File: src/rtl/mac_arbiter.sv
// Round-robin arbiter sharing one multiply-accumulate unit between NUM_REQ FIR channels.
// Latency: tick at cycle 0 -> CLEAR at 2, RUN 3..NUM_TAPS+2, done_o at NUM_TAPS+3 (uncontended).
// Backpressure: none; each channel queues one tick, a further tick is dropped and flagged in overrun_o.
module mac_arbiter #(
    parameter int NUM_REQ  = 4,
    parameter int NUM_TAPS = 21,
    parameter int IDX_W    = $clog2(NUM_TAPS)
) (
    input  logic               clk_i,
    input  logic               reset_i,
    input  logic [NUM_REQ-1:0] req_i,
    output logic [NUM_REQ-1:0] grant_o,
    output logic               mac_clr_o,
    output logic               mac_en_o,
    output logic [IDX_W-1:0]   tap_idx_o,
    output logic [NUM_REQ-1:0] done_o,
    output logic               busy_o,
    output logic [NUM_REQ-1:0] overrun_o
);

    localparam int PTR_W = $clog2(NUM_REQ);
    localparam logic [PTR_W:0]   NREQ_W   = (PTR_W+1)'(NUM_REQ);
    localparam logic [PTR_W-1:0] PTR_LAST = PTR_W'(NUM_REQ - 1);
    localparam logic [IDX_W-1:0] TAP_LAST = IDX_W'(NUM_TAPS - 1);

    typedef enum logic [1:0] {
        S_IDLE,
        S_CLEAR,
        S_RUN,
        S_DONE
    } state_t;

    state_t             state_q;
    state_t             state_d;
    logic [NUM_REQ-1:0] pending_q;
    logic [NUM_REQ-1:0] overrun_q;
    logic [NUM_REQ-1:0] grant_clr;
    logic [NUM_REQ-1:0] owner_oh;
    logic [PTR_W-1:0]   rr_q;
    logic [PTR_W-1:0]   owner_q;
    logic [PTR_W-1:0]   sel_idx;
    logic [PTR_W-1:0]   cand;
    logic [PTR_W:0]     rr_sum;
    logic               sel_vld;
    logic [IDX_W-1:0]   tap_q;

    // Cyclic search for the first pending channel at or after the round-robin pointer.
    always_comb begin
        sel_vld = 1'b0;
        sel_idx = '0;
        rr_sum  = '0;
        cand    = '0;
        for (int i = 0; i < NUM_REQ; i++) begin
            rr_sum = {1'b0, rr_q} + (PTR_W+1)'(i);
            if (rr_sum >= NREQ_W) begin
                rr_sum = rr_sum - NREQ_W;
            end
            cand = rr_sum[PTR_W-1:0];
            if (!sel_vld && pending_q[cand]) begin
                sel_vld = 1'b1;
                sel_idx = cand;
            end
        end
    end

    // Next state and MAC control strobes, decoded from the current state and owner.
    always_comb begin
        state_d   = state_q;
        grant_clr = '0;
        owner_oh  = '0;
        owner_oh[owner_q] = 1'b1;
        grant_o   = '0;
        mac_clr_o = 1'b0;
        mac_en_o  = 1'b0;
        tap_idx_o = '0;
        done_o    = '0;
        busy_o    = (state_q != S_IDLE);
        case (state_q)
            S_IDLE: begin
                if (sel_vld) begin
                    state_d            = S_CLEAR;
                    grant_clr[sel_idx] = 1'b1;
                end
            end
            S_CLEAR: begin
                grant_o   = owner_oh;
                mac_clr_o = 1'b1;
                state_d   = S_RUN;
            end
            S_RUN: begin
                grant_o   = owner_oh;
                mac_en_o  = 1'b1;
                tap_idx_o = tap_q;
                if (tap_q == TAP_LAST) begin
                    state_d = S_DONE;
                end
            end
            S_DONE: begin
                grant_o = owner_oh;
                done_o  = owner_oh;
                state_d = S_IDLE;
            end
            default: state_d = S_IDLE;
        endcase
    end

    // State register.
    always_ff @(posedge clk_i or negedge reset_i) begin
        if (!reset_i) begin
            state_q <= S_IDLE;
        end else begin
            state_q <= state_d;
        end
    end

    // Owner latch, round-robin pointer advance after DONE, and tap counter for RUN.
    always_ff @(posedge clk_i or negedge reset_i) begin
        if (!reset_i) begin
            owner_q <= '0;
            rr_q    <= '0;
            tap_q   <= '0;
        end else begin
            if (state_q == S_IDLE && sel_vld) begin
                owner_q <= sel_idx;
            end
            if (state_q == S_DONE) begin
                rr_q <= (owner_q == PTR_LAST) ? '0 : owner_q + PTR_W'(1);
            end
            tap_q <= (state_q == S_RUN && tap_q != TAP_LAST) ? tap_q + IDX_W'(1) : '0;
        end
    end

    // Pending ticks: a new tick beats the grant clear, a tick onto a still-pending one is lost.
    always_ff @(posedge clk_i or negedge reset_i) begin
        if (!reset_i) begin
            pending_q <= '0;
            overrun_q <= '0;
        end else begin
            pending_q <= (pending_q & ~grant_clr) | req_i;
            overrun_q <= overrun_q | (req_i & pending_q & ~grant_clr);
        end
    end

    assign overrun_o = overrun_q;

endmodule

File: config.mk
export PLATFORM = sky130hd
export DESIGN_NAME = mac_arbiter
export DESIGN_NICKNAME = d
export VERILOG_FILES = /design/src/rtl/mac_arbiter.sv
export SDC_FILE = /design/constraint.sdc
export NUM_CORES = 1
export LEC_CHECK = 0
export CAP_MARGIN = 20
export CORE_MARGIN = 2
export CORE_UTILIZATION = 52
export DETAILED_ROUTE_END_ITERATION = 8
export PLACE_DENSITY_LB_ADDON = 0.3
export REMOVE_ABC_BUFFERS = 1
export SYNTH_ARGS = -nofsm -noshare
export SYNTH_HDL_FRONTEND = slang
export SYNTH_SLANG_ARGS = --single-unit
File: constraint.sdc
create_clock -name clk_i -period 4 [get_ports clk_i]
set_clock_uncertainty 0.15 [all_clocks]
set_input_delay 0.8 -clock clk_i [delete_from_list [all_inputs] [get_ports clk_i]]
set_output_delay 0.8 -clock clk_i [all_outputs]
set_load 0.01 [all_outputs]
==> run_1/gates.png <==
Drawn at 8 px/um.
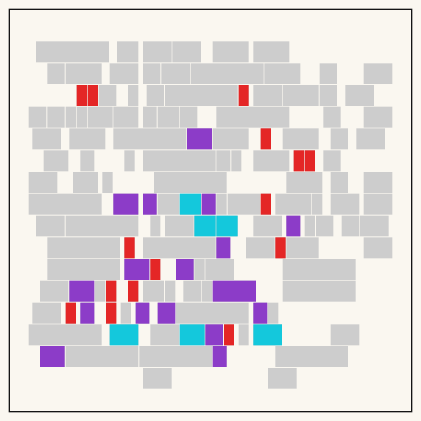
- inv cells: red (cells 15)
- aoi and oai cells: purple (cells 17)
- non-inverting ao/oa cells: cyan (cells 6)
Final Non-Filler Cells: 168
combinational share of cell area: 40.0%
Top cell excl fill/tap: clkdlybuf4s50_1

==> run_1/route_heat.png <==
Drawn at 8 px/um. 10 x 10 tiles, from white (low) to dark blue (high), scaled to the fullest tile. Values are wire area over tile area, all layers added.
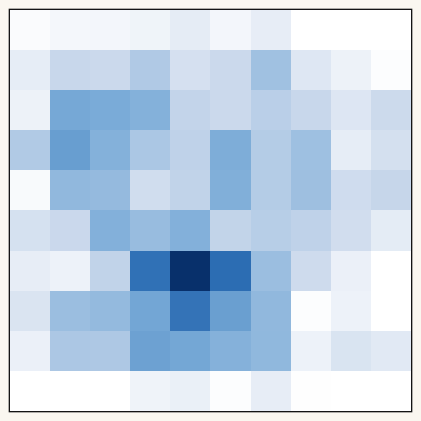
- nearly empty tiles: 14%
- emptiest ninth of the die: lower right
- fullest tile: 0.54

==> run_1/clock_wires.png <==
Drawn at 10 px/um.
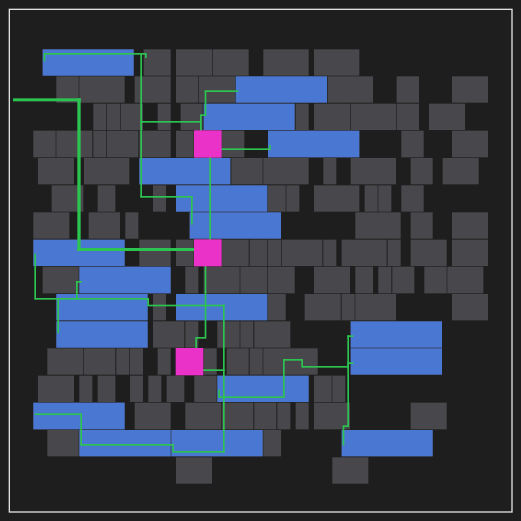
- flip-flops: blue (count 19)
- clock wires: green (length 213 um)
- clock-net drivers: magenta (count 3)
- routed clock nets: 4
- flops lie: spread over the die
Clock group: 99.3 uW
clk_lat worst skew: 0.30 ns
proportion of power drawn by the clock network: 10.9%

==> run_1/port_trees.png <==
Drawn at 10 px/um.
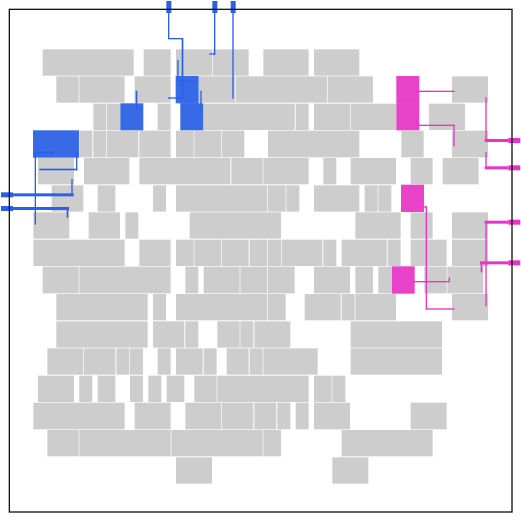
- tap_idx_o: blue (bits 5; direction output; end cells 5; wire 60.0 um)
- done_o: magenta (bits 4; direction output; end cells 4; wire 50.7 um)
I/O Pins: 26
# port buffers: 25

run 1: synth_stat cells, types with 2 or more instances:
| master | count | area (um^2) |
|---|---|---|
| a21o_1 | 2 | 15.0 |
| a21oi_1 | 6 | 30.0 |
| a311o_1 | 2 | 20.0 |
| a31oi_1 | 2 | 12.5 |
| a41oi_1 | 4 | 35.0 |
| and2_1 | 11 | 68.8 |
| dfrtp_1 | 19 | 475 |
| ha_1 | 11 | 138 |
| inv_1 | 14 | 52.6 |
| mux2_2 | 2 | 22.5 |
| mux2i_1 | 2 | 20.0 |
| nand2_1 | 5 | 18.8 |
| nand3_1 | 3 | 15.0 |
| nor2_1 | 12 | 45.0 |
| nor2b_1 | 4 | 25.0 |
| o21ai_0 | 2 | 10.0 |
| xor2_1 | 2 | 17.5 |
run 1: cells by family after synthesis:
group / after synthesis / synth area share [%]
AOI/OAI and AO/OA: 23 / 15.3
adders and majority gates: 11 / 12.4
xor gates and xnor gates: 3 / 2.38
buffers and inverters: 17 / 6.11
DFF: 19 / 43.0
and+or+nand+nor: 37 / 17.0
muxes: 4 / 3.85
run 1: flip-flops by register name (all words and copies together) (netlist names):
| register | flops |
|---|---|
| rr_q | 2 |
| pending_q | 4 |
| owner_q | 2 |
| state_q | 2 |
| tap_q | 5 |
| overrun_o | 4 |
run 1: power by group through the flow:
| stage | sequential [mW] | combinational, mW | clock, mW |
|---|---|---|---|
| after detailed placement | 0.328 | 0.489 | 0 |
| after CTS | 0.324 | 0.490 | 0.102 |
| after global routing | 0.336 | 0.544 | 0.111 |
| final | 0.326 | 0.484 | 0.0993 |
| after floorplan | 0.308 | 0.317 | 0 |
| after global placement | 0.321 | 0.467 | 0 |
==> results.toml, run 1 <==
# physical design summary
[outcome]
outcome = "finished, final reports clean"

[final_timing]
slew_violations = 0
setup_slack_ns = 1.20
hold_violations = 0
setup_violations = 0
fmax_mhz = 357
finalCriticalPeriod_ns = 2.80
rsz0062_at_grt = "false"

[route]
m1WireLength_um = 968
routedWlPerCell_um = 12.8
drc = 0
wl_um = 2160
firstDrtPassIters = 4
vias_per_cell = 5.35
drtIter0Drc = 25
wl_met3_um = 87
highest-signal-layer = "met4"
ant_nets = 0

[critical_path]
critPathMaxStageDelay_ns = 0.50
cp_top_family = "buffers and inverters"
cp-start-kind = "register"
reg2reg_to = "state_q[1]$_DFFE_PN0P_"
critPathBufInv = 3
r2r-start = "state_q[0]$_DFFE_PN0P_"
rrSetupSlack_ns = 2.18
crit_chain = "inv_1, ha_1, inv_1, clkdlybuf4s50_1"
critPathLaunch = "state_q[0]$_DFFE_PN0P_"
crit_type = "register to output port"
critPathCaptureType = "output port"
rr_worst_depth = 5

[global_route]
grt_max_degree = 20
grt_use_met2_pct = 33.8
grt_busiest_layer = "met2"
grt-ovfl-total = 0
gr-usage-met3_pct = 2.12
antenna_found_initial = 0

[min_path]
min_from = "overrun_o[3]$_DFF_PN0_"
holdCritPathClass = "register to register"
holdPathStages = 1

[clock_tree]
post_cts_buffers = 0
cts_tree = "built"
cts.sink_count = 19
cts_root_buf = "clkbuf_4"
cts_hold_buf = 0
numCtsBuffers = 3

[yosys]
ys_area_mm2 = 0.00111
flop_cell = "dfrtp_1"
ys_seq_share_pct = 43.0
avgSynthCellArea_um2 = 9.70
yosys-stat-cells = 114
syn_area_mm2 = 0.00111
ys_ff = 19
syn-instance-count = 114
synth-edff-count = 0
yosys_warnings = 0

[floorplanning]
die_y_um = 50.1
fp-utilization_pct = 55.8
dieArea_mm2 = 0.00251
placementRows = 16

[layout]
seq_share_pct = 33.7
nNonClkBuffers = 25
drive_above_1_share_pct = 5.67
seq_cells = 19
comb_area_um2 = 563
utilization_pct = 71.1
buf_share_pct = 17.8
area_growth_pct = 27.4
layout.nets = 159
fillCellCount = 148
fin_area_mm2 = 0.00141
seq_area_um2 = 475
final_layout_top_logic_cells = "25 x clkdlybuf4s50_1, 19 x dfrtp_1, 14 x inv_1"

[placement]
postPlaceCellArea_mm2 = 0.00138
dp_hpwl_um = 1710
dp.cells = 164
globalplace.congestion = 0.764

[power]
p_seq_share_pct = 35.9
power_frac_comb_pct = 53.2
power_uw = 910
p_int_uw = 521
p_leak_nw = 0.635
p_switching_uw = 388
swShare_pct = 42.7

[run]
drv_cap = 0
warnings = 33
==> run 1 -> run 2 <==
--- a/config.mk
+++ b/config.mk
@@ -7,7 +7,7 @@
 export LEC_CHECK = 0
 export CAP_MARGIN = 20
 export CORE_MARGIN = 2
-export CORE_UTILIZATION = 52
+export CORE_UTILIZATION = 48
 export DETAILED_ROUTE_END_ITERATION = 8
 export PLACE_DENSITY_LB_ADDON = 0.3
 export REMOVE_ABC_BUFFERS = 1
==> constraint.sdc (replaced) <==
create_clock -name clk_i -period 2.7 [get_ports clk_i]
set_clock_uncertainty 0.15 [all_clocks]
set_input_delay 0.54 -clock clk_i [delete_from_list [all_inputs] [get_ports clk_i]]
set_output_delay 0.54 -clock clk_i [all_outputs]
set_load 0.01 [all_outputs]
==> results.toml, run 2 <==
# physical design summary
[outcome]
outcome = "finished, final reports clean"

[final_timing]
rsz0062_at_grt = "false"
finalCriticalPeriod_ns = 2.51
setup_violations = 0
fmax_mhz = 399
hold_violations = 0
slew_violations = 0

[route]
drc = 0
wl_um = 2140
wl_met3_um = 92
drtIter0Drc = 21
firstDrtPassIters = 3
routedWlPerCell_um = 12.5
ant_nets = 0
vias_per_cell = 5.23
highest-signal-layer = "met4"
m1WireLength_um = 948

[power]
p_switching_uw = 566
power_mw = 1.35
pg_comb_uw = 733
p_seq_uw = 478
p_int_uw = 784
swShare_pct = 41.9
power_leader = "combinational logic"
power_frac_comb_pct = 54.3
p_seq_share_pct = 35.4
p_leak_nw = 0.646

[floorplanning]
ios = 26
dieArea_mm2 = 0.00270
fp-utilization_pct = 50.5
placementRows = 17
die_y_um = 52.0

[critical_path]
critPathBufInv = 2
crit_chain = "inv_1, ha_1, and2_1, clkdlybuf4s50_1"
cp_top_family = "buffers and inverters"
crit_type = "register to output port"
critPathMaxStageDelay_ns = 0.53
cp-start-kind = "register"
critPathCaptureType = "output port"

[layout]
regMostFlops = "tap_q"
layout.nets = 161
area_growth_pct = 28.5
fillCellCount = 196
final_layout_top_logic_cells = "25 x clkdlybuf4s50_1, 19 x dfrtp_1, 14 x inv_1"
largest_reg_flops = 5
lay_top_count = "clkdlybuf4s50_1"
drive_above_1_share_pct = 6.29

[clock_tree]
cts_buffer_depth = 2
cts_tree = "built"
cts_hold_buf = 0
cts_root_buf = "clkbuf_4"
post_cts_buffers = 0
cts.sink_count = 19
clk_transition_reported_paths_ns = 0.10
numCtsBuffers = 3

[global_route]
grt_use_met2_pct = 32.1
grt_max_degree = 20
antenna_found_initial = 0
gr-usage-met3_pct = 5.17
grt_busiest_layer = "met2"
grt-ovfl-total = 0

[yosys]
syn_area_mm2 = 0.00111
avgSynthCellArea_um2 = 9.70
yosys-stat-cells = 114
yosys_warnings = 0
ys_area_mm2 = 0.00111
async_reset_ff_share_pct = 100
ys_ff = 19
top_cell = "dfrtp_1"
synth_top_area_share_pct = 43.0
synthTopCellsByCount = "19 x dfrtp_1, 14 x inv_1, 12 x nor2_1"
ys_types = 28
syn-instance-count = 114
ys_seq_share_pct = 43.0
flop_cell = "dfrtp_1"
synth-edff-count = 0
top_area_cell = "dfrtp_1"
top_cells_by_area = "dfrtp_1 43%, ha_1 12%, and2_1 6.2%, inv_1 4.8%, nor2_1 4.1%"

[placement]
globalplace.congestion = 0.714
dp_hpwl_um = 1690
io_buffers = 25

[min_path]
holdCritPathClass = "register to register"

[run]
warnings = 33
drv_cap = 0
==> run 2: area by class of cell <==
class	count	area, um^2	share of cell area (%)
Multi-Input combinational cell	78	563	39.6
Clock buffer	4	26.3	1.85
Inverter	15	56.3	3.96
Timing Repair Buffer	27	265	18.7
Tap cell	28	35.0	2.46
Sequential cell	19	475	33.5
==> run 2: stage by stage <==
stage               hold slack (ns)  worst slack, ns  util, %  instance area, um^2  cells
finish                        0.346            0.192     64.9                 1420    171
CTS                           0.349            0.164     64.9                 1420    171
detailed placement            0.320            0.501     63.7                 1400    167
global route                  0.367           0.0579     64.9                 1420    171
floorplan                    0.0944             1.03        -                 1090    112
global placement              0.314            0.587     63.7                 1400    167
==> run 2: final timing paths <==
check                                        from                endpoint  slack [ns]  depth (start not counted)
max                        state_q[0]$_DFFE_PN0P_            tap_idx_o[3]        0.19                          4
min                        overrun_o[3]$_DFF_PN0_  overrun_o[3]$_DFF_PN0_        0.35                          1
max reg2reg                state_q[0]$_DFFE_PN0P_  state_q[1]$_DFFE_PN0P_        0.95                          6
min reg2reg                overrun_o[3]$_DFF_PN0_  overrun_o[3]$_DFF_PN0_        0.35                          1
max in group asynchronous                 reset_i  overrun_o[2]$_DFF_PN0_        1.77                          2
min in group asynchronous                 reset_i  state_q[1]$_DFFE_PN0P_        0.42                          2
==> run 2: worst register-to-register path, stage by stage (launching register included) <==
cell	delay (ns)
dfrtp_1	0.41
inv_1	0.10
ha_1	0.23
buf_4	0.17
nand3_1	0.10
and2_1	0.16
mux2_2	0.33
==> run 2: logic make-up (layout without fill, tap and decap cells) <==
family          Yosys count  count (layout)  synth area share, %
fa+ha+maj                11              11                 12.4
xor+xnor                  3               3                 2.38
simple gates             37              37                 17.0
flops                    19              19                 43.0
compound gates           23              23                 15.3
buf+inv                  17              46                 6.11
mux                       4               4                 3.85
==> run_2/port_trees.png <==
Drawn at 10 px/um.
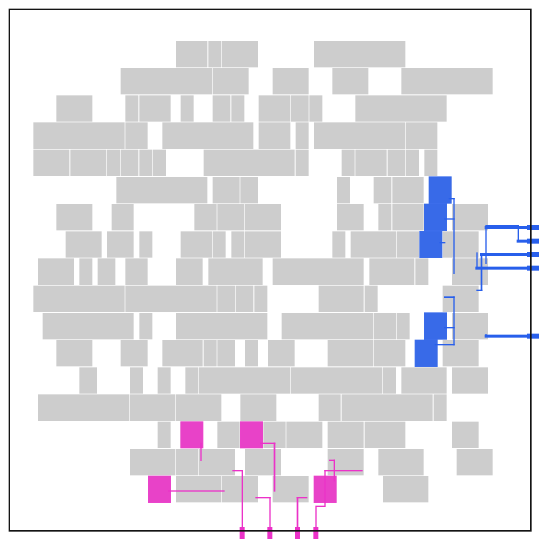
- done_o: magenta (bits 4; direction output; end cells 4; wire 40.7 um)
- tap_idx_o: blue (bits 5; direction output; end cells 5; wire 49.9 um)

==> run_2/clock_wires.png <==
Drawn at 10 px/um.
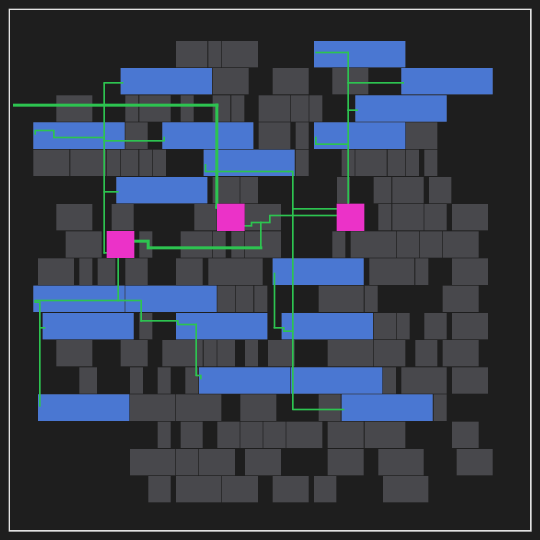
- flip-flops: blue (count 19)
- clock-net drivers: magenta (count 3)
- clock wires: green (length 223 um)
- routed clock nets: 4
Clock group: 139 uW
clk_lat worst skew: 0.29 ns
proportion of power drawn by the clock network: 10.3%

==> run 2 -> run 3 <==
--- a/config.mk
+++ b/config.mk
@@ -6,7 +6,8 @@
 export NUM_CORES = 1
 export LEC_CHECK = 0
 export CAP_MARGIN = 20
-export CORE_MARGIN = 2
+export CORE_ASPECT_RATIO = 0.75
+export CORE_MARGIN = 10
 export CORE_UTILIZATION = 48
 export DETAILED_ROUTE_END_ITERATION = 8
 export PLACE_DENSITY_LB_ADDON = 0.3
==> results.toml, run 3 <==
# physical design summary
[layout]
lay_top_count = "clkdlybuf4s50_1"
n_antenna_cell = 0
regMostFlops = "tap_q"
comb_area_um2 = 563
drive_above_1_share_pct = 6.99
area_growth_pct = 28.2
fillCellCount = 176
final_cells = 167
seq_area_um2 = 475
largest_reg_flops = 5
final_layout_top_logic_cells = "25 x clkdlybuf4s50_1, 19 x dfrtp_1, 14 x inv_1"
layout.nets = 161
fin_area_mm2 = 0.00142

[global_route]
grt.total_usage_pct = 12.0
antenna_found_initial = 0
grt_max_degree = 20
grt-ovfl-total = 0
grt_pass1_wl_um = 4310
grt_pass1_vias = 920

[route]
firstDrtPassIters = 4
drtIter0Drc = 29
vias = 902
drc = 0
vias_per_cell = 5.40
wl_um = 2530
ant_nets = 0

[yosys]
ys_ff = 19
ys_seq_share_pct = 43.0
syn-instance-count = 114
ys_types = 28
ys_area_mm2 = 0.00111
async_reset_ff_share_pct = 100
top_cell = "dfrtp_1"
top_area_cell = "dfrtp_1"
synthTopCellsByCount = "19 x dfrtp_1, 14 x inv_1, 12 x nor2_1"
flop_cell = "dfrtp_1"
synth-edff-count = 0
syn_area_mm2 = 0.00111
yosys_warnings = 0
yosys-stat-cells = 114
top_cells_by_area = "dfrtp_1 43%, ha_1 12%, and2_1 6.2%, inv_1 4.8%, nor2_1 4.1%"
synth_top_area_share_pct = 43.0
avgSynthCellArea_um2 = 9.70

[critical_path]
critPathMaxStageDelay_ns = 0.53
critPathBufInv = 2
crit_chain = "inv_1, ha_1, and2_1, clkdlybuf4s50_1"
crit_type = "register to output port"
critPathCaptureType = "output port"
worst_path_max_delay_cell = "clkdlybuf4s50_1"
critPathMaxFanout = 9
r2r-start = "rr_q[1]$_DFFE_PN0P_"
reg2reg_to = "overrun_o[3]$_DFF_PN0_"
cp_top_family = "buffers and inverters"
cp-start-kind = "register"
rrSetupSlack_ns = 0.92
rr_worst_depth = 4
worstPathArrival_ns = 1.85
cp.required_ns = 2.01

[placement]
dp.cells = 163
io_buffers = 25
postPlaceCellArea_mm2 = 0.00139
post-place-ws_ns = 0.495
dp_hpwl_um = 2080
globalplace.congestion = 0.730

[power]
p_int_uw = 781
powerDensity_mw_per_mm2 = 965
power_leader = "combinational logic"
p_switching_uw = 587
p_leak_nw = 0.649
power_mw = 1.37
pg_comb_uw = 736
pg_clk_uw = 144
power_frac_comb_pct = 53.8
clkPwrFrac_pct = 10.5
vdd_drop_max_uv = 523
p_seq_share_pct = 35.7
swShare_pct = 42.9
p_seq_uw = 488

[clock_tree]
cts_tree = "built"
cts_hold_buf = 0
clk_transition_reported_paths_ns = 0.11
cts_resized = 0
htree_levels = 1
post_cts_buffers = 0
cts_root_buf = "clkbuf_4"
clk_latency_ns = 0.30
cts_buffer_depth = 2
numCtsBuffers = 3
cts.sink_count = 19

[floorplanning]
fp-utilization_pct = 52.6
die_x_um = 75.4
die_y_um = 61.6
dieArea_mm2 = 0.00464
placementRows = 14
core_mm2 = 0.00210
ios = 26

[final_timing]
setup_slack_ns = 0.162
worst_pin_slew_ns = 0.492
timing.hold.ws_ns = 0.344
setup_violations = 0
rsz0062_at_grt = "false"
fin_setup_tns_ns = 0
relSlewSlack_pct = 67.2
fmax_mhz = 394
finalCriticalPeriod_ns = 2.54
hold_violations = 0
fin_crit_sh_pct = 94.0
slew_violations = 0

[run]
drv_cap = 0
warnings = 33

[min_path]
holdPathStages = 1
holdPathEnd = "overrun_o[1]$_DFF_PN0_"
holdCritPathClass = "register to register"
min_from = "overrun_o[1]$_DFF_PN0_"

[outcome]
outcome = "finished, final reports clean"
[run 3: cell count changes in the layout (fill, tap and decap cells not counted), sizes merged]
cell    delta
clkbuf     -1
clkinv     +1
[run 3: worst max-delay path by stage]
stage | from | to | slack (ns) | depth (start not counted)
2_1_floorplan | state_q[0]$_DFFE_PN0P_ | tap_idx_o[2] | 1.03 | 3
3_3_place_gp | state_q[0]$_DFFE_PN0P_ | tap_idx_o[3] | 0.56 | 4
3_5_place_dp | state_q[0]$_DFFE_PN0P_ | tap_idx_o[3] | 0.49 | 4
4_1_cts | state_q[0]$_DFFE_PN0P_ | tap_idx_o[2] | 0.15 | 4
5_1_grt | state_q[0]$_DFFE_PN0P_ | tap_idx_o[3] | 0.03 | 4
6_report | state_q[0]$_DFFE_PN0P_ | tap_idx_o[2] | 0.16 | 4
[run 3: worst register-to-register path: stages, from the launching register on]
cell and delay (ns):
dfrtp_1 0.48, mux2i_1 0.16, a221oi_2 0.43, a21oi_1 0.13, a311o_1 0.33
[run 3: cell families after synthesis]
logic type,share of synthesized area [%]
buffers and inverters,6.11
multiplexers,3.85
flip-flops,43.0
AND/OR/NAND/NOR,17.0
adder cells (fa/ha/maj),12.4
XOR/XNOR,2.38
AND-OR/OR-AND,15.3
[run 3: layout make-up]
type                    instances  share of cell area [%]
clock buffers                   3                    1.59
clock inverters                 1                   0.353
inverters                      15                    3.97
multi-input cells              78                    39.7
flip-flops and latches         19                    33.5
well taps                      24                    2.12
repair buffers                 27                    18.7
[run 3: routing by layer]
layer  up-vias  track usage [%]  routed length [um]
met4         0             5.54                  34
met1       425             14.3                1090
met5         -                0                   0
li1        444                -                   -
met2        29             19.5                1190
met3         4             3.70                 209
==> run_3/congestion_map.png <==
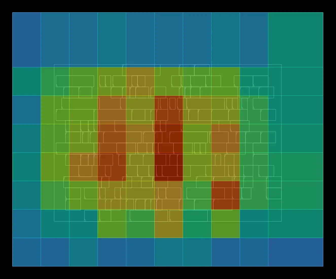
Final Util: 67.4%
GR Util met1: 14.3%
busiest grt layer: met2
WL per Instance: 15.1 um

==> run_3/route_heat.png <==
Drawn at 4 px/um. 15 x 12 tiles, from white (low) to dark blue (high), scaled to the fullest tile. Values are wire area over tile area, all layers added.
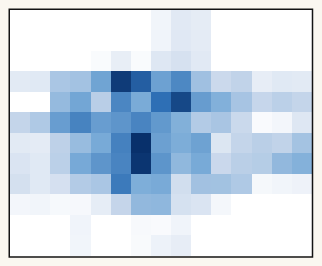
- densest ninth of the die: center
- fullest tile: 0.42
- tiles over half the peak: 16%
- mean over tiles: 0.089
- nearly empty tiles: 34%

Power figures rest on the tool's default switching activity, not on a simulated workload.
